<file path="config.mk">
export PLATFORM = sky130hd
export DESIGN_NAME = deck_shuffler_flat
export DESIGN_NICKNAME = d
export VERILOG_FILES = /design/src/rtl/deck_shuffler_if.sv /design/src/rtl/deck_shuffler.sv /design/src/flat_wrapper.sv
export SDC_FILE = /design/constraint.sdc
export NUM_CORES = 1
export LEC_CHECK = 0
export CAP_MARGIN = 20
export CORE_MARGIN = 2
export CORE_UTILIZATION = 40
export CTS_CLUSTER_SIZE = 40
export DETAILED_ROUTE_END_ITERATION = 6
export PLACE_DENSITY = 0.55
export SYNTH_ARGS = -nofsm -noshare
export SYNTH_HDL_FRONTEND = slang
export SYNTH_SLANG_ARGS = --single-unit
</file>
<file path="constraint.sdc">
create_clock -name clk -period 5.93 [get_ports clk]
set_input_delay 1.186 -clock clk [delete_from_list [all_inputs] [get_ports clk]]
set_output_delay 1.186 -clock clk [all_outputs]
set_load 0.005 [all_outputs]
</file>
<file path="src/rtl/deck_shuffler_if.sv">
// Deck request/response bundle between the hand FSM (master) and the
// deck shuffler (slave). Cards are packed {rank[3:0], suit[1:0]}.
interface deck_shuffler_if;
    logic       start_shuffle;
    logic       draw_card;
    logic [5:0] top_card;
    logic       ready;
    logic [5:0] cards_left;
    logic       empty;

    modport master (
        output start_shuffle, draw_card,
        input  top_card, ready, cards_left, empty
    );

    modport slave (
        input  start_shuffle, draw_card,
        output top_card, ready, cards_left, empty
    );
endinterface

</file>
<file path="src/rtl/deck_shuffler.sv">
// 52-card deck: rebuilds the ordered deck, Fisher-Yates shuffles it with a
// free-running LFSR (rejection sampling on a power-of-two mask), then serves
// one card per draw on the top_card output.
module deck_shuffler #(
    parameter logic [15:0] LFSR_SEED = 16'hACE1
) (
    input  logic            clk,
    input  logic            reset,
    deck_shuffler_if.slave  bus
);
    typedef logic [5:0] card_t;  // {rank[3:0], suit[1:0]}
    typedef enum logic [1:0] {IDLE, INIT, SHUFFLE, READY} state_t;

    // An all-zero Fibonacci LFSR never leaves zero, so substitute 1.
    localparam logic [15:0] SEED_EFF   = (LFSR_SEED == 16'h0000) ? 16'h0001 : LFSR_SEED;
    localparam card_t       ACE_SPADES = 6'b1110_11;
    localparam logic [5:0]  LAST_IDX   = 6'd51;
    localparam logic [5:0]  DECK_SIZE  = 6'd52;

    state_t      state, next_state;
    logic [15:0] lfsr;
    logic [5:0]  k;      // INIT write index
    logic [5:0]  i;      // SHUFFLE position being finalised
    logic [5:0]  ptr;    // draw pointer, 0..52
    card_t       deck [52];

    logic        init_wr, do_swap, do_pop;
    logic [5:0]  mask, r;
    logic        r_ok;

    // Free-running LFSR; advances every cycle so the shuffle depends on request timing.
    always_ff @(posedge clk) begin
        // NOTE: registers use non-blocking assignments so every flop samples
        // pre-edge values regardless of statement or process order.
        if (reset) lfsr <= SEED_EFF;
        else       lfsr <= {lfsr[14:0], lfsr[15] ^ lfsr[13] ^ lfsr[12] ^ lfsr[10]};
    end

    // Candidate swap index: smear i into an all-ones mask, accept only r <= i.
    always_comb begin
        mask = i | (i >> 1) | (i >> 2) | (i >> 3) | (i >> 4) | (i >> 5);
        r    = lfsr[5:0] & mask;
        r_ok = (r <= i);
    end

    // FSM state register.
    always_ff @(posedge clk) begin
        if (reset) state <= IDLE;
        else       state <= next_state;
    end

    // Next-state and datapath strobes; start_shuffle overrides everything.
    always_comb begin
        // NOTE: every output gets a default first so no path leaves a value
        // unassigned, which would otherwise infer a latch.
        next_state = state;
        init_wr    = 1'b0;
        do_swap    = 1'b0;
        do_pop     = 1'b0;
        if (bus.start_shuffle) begin
            next_state = INIT;
        end else begin
            case (state)
                IDLE:    next_state = IDLE;
                INIT: begin
                    init_wr = 1'b1;
                    if (k == LAST_IDX) next_state = SHUFFLE;
                end
                SHUFFLE: begin
                    if (r_ok) begin
                        do_swap = 1'b1;
                        if (i == 6'd1) next_state = READY;
                    end
                end
                READY:   do_pop = bus.draw_card && (ptr != DECK_SIZE);
                default: next_state = IDLE;
            endcase
        end
    end

    // Counters: INIT index, shuffle position and draw pointer.
    always_ff @(posedge clk) begin
        if (reset) begin
            k   <= 6'd0;
            i   <= 6'd0;
            ptr <= 6'd0;
        end else if (bus.start_shuffle) begin
            k   <= 6'd0;
            ptr <= 6'd0;
        end else begin
            if (init_wr)                    k   <= k + 6'd1;
            if (init_wr && k == LAST_IDX)   i   <= LAST_IDX;
            if (do_swap)                    i   <= i - 6'd1;
            if (do_pop)                     ptr <= ptr + 6'd1;
        end
    end

    // Deck storage: ordered fill during INIT, one two-way swap per accepted draw.
    always_ff @(posedge clk) begin
        // NOTE: the deck array has no reset; INIT fully rewrites it before any
        // entry can be observed, so resetting it would only cost logic.
        if (!reset) begin
            if (init_wr) deck[k] <= {k[5:2] + 4'd2, k[1:0]};
            if (do_swap) begin
                deck[i] <= deck[r];
                deck[r] <= deck[i];
            end
        end
    end

    // Outputs derived from state and the draw pointer.
    always_comb begin
        bus.ready      = (state == READY);
        bus.empty      = bus.ready && (ptr == DECK_SIZE);
        bus.cards_left = bus.ready ? (DECK_SIZE - ptr) : DECK_SIZE;
        bus.top_card   = ACE_SPADES;
        if (bus.ready && ptr != DECK_SIZE) bus.top_card = deck[ptr];
    end
endmodule

</file>
<file path="src/flat_wrapper.sv">
// flat-port wrapper written by rule: the top's interface ports become plain ports
module deck_shuffler_flat 
#(
    parameter logic [15:0] LFSR_SEED = 16'hACE1
)
  (clk, reset, bus_start_shuffle, bus_draw_card, bus_top_card, bus_ready, bus_cards_left, bus_empty);
  deck_shuffler_if bus_i ();
  input  logic clk;
  input  logic reset;
  input wire logic [$bits(bus_i.start_shuffle)-1:0] bus_start_shuffle;
  input wire logic [$bits(bus_i.draw_card)-1:0] bus_draw_card;
  output wire logic [$bits(bus_i.top_card)-1:0] bus_top_card;
  output wire logic [$bits(bus_i.ready)-1:0] bus_ready;
  output wire logic [$bits(bus_i.cards_left)-1:0] bus_cards_left;
  output wire logic [$bits(bus_i.empty)-1:0] bus_empty;
  assign bus_i.start_shuffle = bus_start_shuffle;
  assign bus_i.draw_card = bus_draw_card;
  assign bus_top_card = bus_i.top_card;
  assign bus_ready = bus_i.ready;
  assign bus_cards_left = bus_i.cards_left;
  assign bus_empty = bus_i.empty;
  deck_shuffler #(.LFSR_SEED(LFSR_SEED)) u_core (.clk(clk), .reset(reset), .bus(bus_i));
endmodule
</file>
==> job_summary.md <==
## Implementation flow summary

| Metric | Value |
|---|---|
| Kind of critical path | `reg -> out` |
| ANT cells | `3` |
| Via density | `7.026` |
| Upper clock frequency limit | `0.1908 GHz` |
| Repair and plain buffers | `133` |
| Clk slew on worst S/H paths | `0.06 ns` |
| Largest net degree at the start of global routing | `67` |
| Drc violations | `5` |
| Largest type area fraction | `39.52%` |
| Xor+xnor area frac | `0.6650%` |
| Buffers on Ports | `17` |
| Power per Cell Area | `232.1 nW/um^2` |
| Post-DRT Antenna Nets | `0` |
| Critical Path RT | `4.74 ns` |
| Cell Area, Placed | `24,900 sq um` |
| FP Rows | `89` |
| Design Area, Final | `26,290 sq um` |
| Hold path startpoint | `u_core.lfsr[9]` |
| Internal power | `4.456 mW` |
| Floorplan Nets | `2,252` |
| Number of enable flip-flop cells | `312` |
| # fillers | `5,441` |
| DPL Wire Length | `71,830 microns` |
| Asr flop ratio synth | `0%` |
| Status | `finished with violations` |
| Worst reg2reg startpoint | `u_core.i[3]` |
| Htree depth | `2` |
| Sw Ratio | `26.97%` |
| Sequential Power Share | `45.4%` |
| Synth Seq Share | `43.58%` |
| Area fraction in and, or, nand and nor cells | `12.43%` |
| Number of hold violations in the final report | `0` |
| Root Buffer | `clkbuf_16` |
| Crit-path cells | `buf_12 > mux4_2 > mux4_2 > mux4_2 > nand2b_1 > clkdlybuf4s50_1` |
| Yosys aoi share | `15.50%` |
| Die Wd | `247.4 microns` |
| Pre-CTS WS | `0.6013 ns` |
| Commonest flop | `edfxtp_1` |
| Failing checks | `design-rule violations` |
| First-pass GRT wire length | `148,800 microns` |
| Buffering overhead | `4.436%` |
| Post-CTS resize count | `0` |
| Pre-Place Util | `40.32%` |
## power by group through the flow
| stage | clock network, mW | registers (mW) | logic [mW] |
|---|---|---|---|
| global route | 2.80 | 2.77 | 0.641 |
| detailed placement | 0 | 2.82 | 0.599 |
| finish | 2.70 | 2.77 | 0.633 |
| global placement | 0 | 2.82 | 0.597 |
| CTS | 2.71 | 2.77 | 0.600 |
| floorplan | 0 | 2.80 | 0.364 |
## sequential cells by signal, summed over array words and instances (netlist names), named ones only
| name | cells |
|---|---|
| u_core.i | 6 |
| u_core.state | 2 |
| u_core.k | 6 |
| u_core.deck | 312 |
| u_core.ptr | 6 |
| u_core.lfsr | 16 |
## cells in the final DEF, fill, tap and decap left out, types with 13 or more instances in the layout
master and count:
ha_1 16, o21ai_0 289, o22ai_1 62, or2_2 15
o21ai_1 60, o21bai_1 14, buf_4 105, nor4_1 16
mux4_2 203, nand2_1 401, nand3_1 65, edfxtp_1 312
clkdlybuf4s50_1 17, a211oi_1 13, nand2b_1 17, inv_1 18
mux2i_1 52, dfxtp_1 43, clkbuf_16 41, a21oi_1 53
a31oi_1 23, nor2_1 91, a22oi_1 17, and3_1 13
## worst max-delay path by stage
stage / start / cells past startpoint / end / slack [ns]
detailed placement: bus_start_shuffle / 9 / u_core.deck[13][4] / 0.60
global route: flip-flop / 6 / bus_top_card[5] / 0.56
global placement: bus_start_shuffle / 9 / u_core.deck[3][4] / 0.73
floorplan: u_core.i[0] / 18 / u_core.deck[10][0] / 1.55
CTS: flip-flop / 6 / bus_top_card[5] / 0.65
finish: flip-flop / 6 / bus_top_card[5] / 0.69
## metal layers
metal	global-route usage [%]	part of all wire, %	vias to the layer above
met5	1.351	0.18	-
met4	19.13	6.7	14
met3	12.45	14	364
met2	49.10	42	1811
met1	45.34	37	10234
li1	-	-	8387
Fig. 1: clock distribution
Drawn at 1 px/micron.
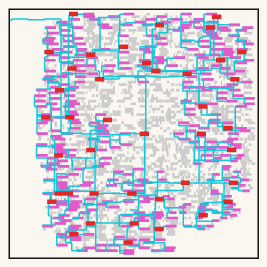
legend:
  cyan:
    item: clock wires
    length: 5,540 microns
  red:
    item: clock-net drivers
    count: 41
  magenta:
    item: flip-flops
    count: 360
routed clock nets: 42
flops lie: spread over the die
clock network fraction of total power: 44.3%
Clock Skews: 0.03087 ns
total clock network power: 2.70 mW

Fig. 2: supply network
Drawn at 1.5 px/micron. Pins as bars on the die edge.
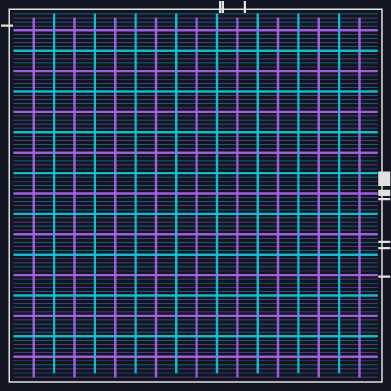
legend:
  purple:
    net: VSS
  cyan:
    net: VDD
signal pins: 18
rows: 89
met4 straps: 17
Peak supply drop: 0.1878 mV
Die Height: 247.4 microns
CORE AREA: 58,800 sq um

Fig. 3: signal wires by layer
Drawn at 2 px/micron.
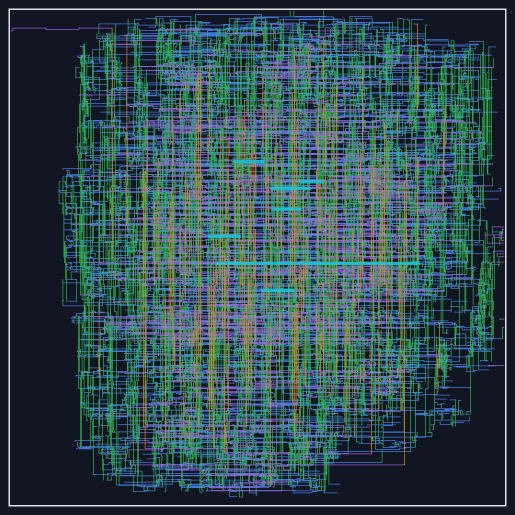
legend:
  green:
    layer: M2
    wire_length: 44.0 mm
  blue:
    layer: M1
    wire_length: 39.2 mm
  cyan:
    layer: M5
    wire_length: 186 microns
  purple:
    layer: M3
    wire_length: 15,000 microns
  orange:
    layer: M4
    wire_length: 7,050 microns
Post-Route WL: 105,400 microns
WL/cell: 35.58 microns
Via Count: 20,810

Fig. 4: clock wiring as the flow saved it
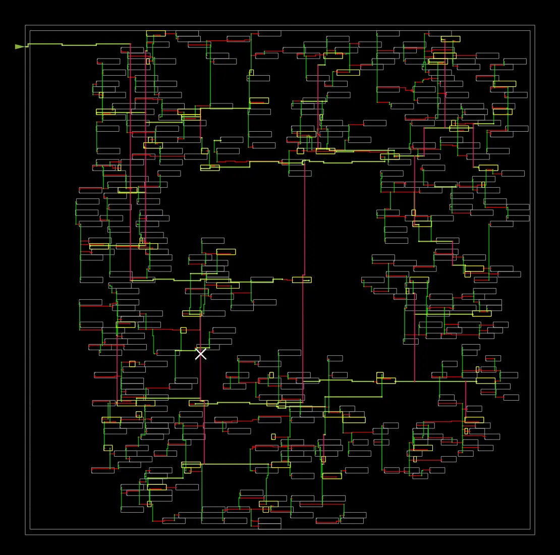
flop count: 360
Inserted Clock Buffers: 41
total clock sinks: 360
clk_lat worst skew: 0.59 ns
Clock Buffer Count: 47

Power and IR drop assume default switching activity.
